placed.png
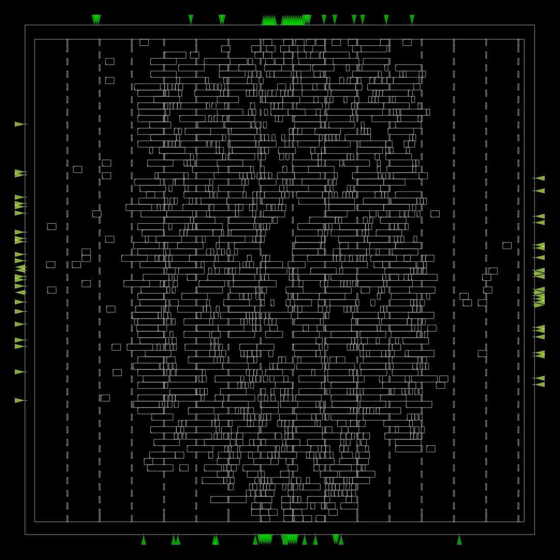
ff_map.png
(1.5 px per um) Other sequential cells in the stronger gray, the rest of the logic in the fainter gray.
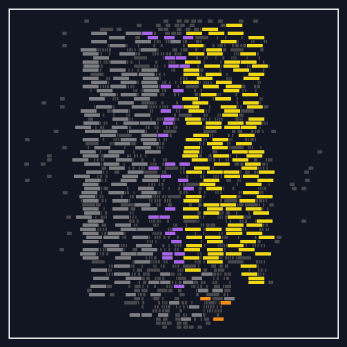
class_map.png
(2 px per um)
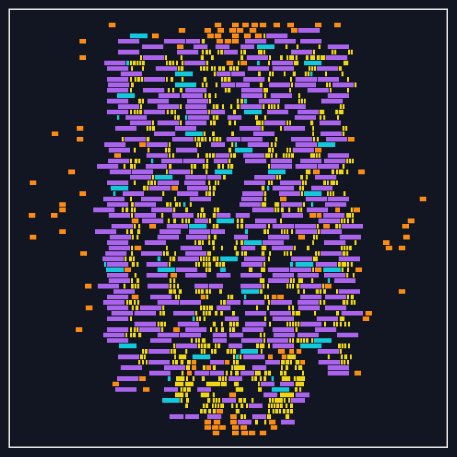
==> config.mk <==
export PLATFORM = sky130hd
export DESIGN_NAME = unstriper_2lane
export DESIGN_NICKNAME = d
export VERILOG_FILES = /design/src/rtl/stripes_pkg.sv /design/src/rtl/unstriper_2lane_lane_fifo.sv /design/src/rtl/unstriper_2lane.sv
export SDC_FILE = /design/constraint.sdc
export NUM_CORES = 1
export LEC_CHECK = 0
export ABC_AREA = 1
export CAP_MARGIN = 20
export CORE_MARGIN = 4
export CORE_UTILIZATION = 28
export DETAILED_ROUTE_END_ITERATION = 10
export SLEW_MARGIN = 20
export SYNTH_ARGS = -nofsm -noshare
export SYNTH_HDL_FRONTEND = slang
export SYNTH_SLANG_ARGS = --single-unit
==> constraint.sdc <==
create_clock -name clk_2f -period 5.6 [get_ports clk_2f]
set_input_delay 1.4 -clock clk_2f [delete_from_list [all_inputs] [get_ports clk_2f]]
set_output_delay 1.4 -clock clk_2f [all_outputs]
set_load 0.02 [all_outputs]
==> flow_metrics.env <==
# flow metrics
export IMPL_outcome="complete, no violations"
export IMPL_path_class="flip-flop to output port"
export IMPL_log_warning_count=32
export IMPL_fin_crit_sh=0.633
export IMPL_worstSetupStartpointType="flip-flop"
export IMPL_ys_sh_aoi=0.0302
export IMPL_drtIter0Drc=547
export IMPL_ir_drop_mv=0.244
export IMPL_power_leader="sequential cells"
export IMPL_swShare=0.338
export IMPL_tap_cells=585
export IMPL_syn_area_um2=12400
export IMPL_clock_skew_ns=0.0137
export IMPL_drive_above_1_share=0.0653
export IMPL_clk_latency_ns=0.54
export IMPL_multiInputGateArea_um2=3040
export IMPL_comb_cells=661
export IMPL_clock_buffer_count=35
export IMPL_crit_arrival_ns=2.14
export IMPL_p_leak_nw=5.55
export IMPL_met3_length_um=1740
export IMPL_topCellsByArea="edfxtp_1 62%, nand2_1 11%, dfxtp_1 8.7%"
export IMPL_power_total_w=0.00671
export IMPL_dp_slack_ns=2.13
export IMPL_ant_nets=0
export IMPL_ys_sh_mux=0
export IMPL_lay_top_count="nand2_1"
export IMPL_finalMaxSlewViolations=0
export IMPL_cts_inserted_buffers=29
export IMPL_synthCells=1110
export IMPL_antenna_cells=2
export IMPL_clock_path_buffers=3
export IMPL_ys_ff=310
export IMPL_r2r_slack_ns=2.93
export IMPL_clock_area_frac=0.0596
export IMPL_htreeDepth=1
export IMPL_die_x_um=218
export IMPL_cts_tree="yes"
export IMPL_drcViolationCount=0
export IMPL_top_layer="met5"
export IMPL_largest_area_cell="edfxtp_1"
Notes on placed.png above:
Seq/total area: 0.589
filler cell count: 4288
core outline area: 43400 um2

Notes on ff_map.png above:
yellow -> u_fifo1.mem_q  # sequential cells 128
purple -> dataOut  # sequential cells 32, where a vertical strip down the middle
orange -> u_fifo1.count  # sequential cells 3
Power Sequential: 0.00295 W
final core occ: 0.343
FF+latch area: 8770 um2

Notes on class_map.png above:
purple -> registers  # cells 310, share of their area 62%
cyan -> clock drivers and dummy loads  # cells 54, share of their area 6.3%
yellow -> remaining logic cells  # cells 744, share of their area 24%
orange -> remaining buffers and delay cells  # cells 117, share of their area 8.0%
FP Rows: 76
fin area: 14900 um2

Power is estimated from default activity; no workload was simulated.
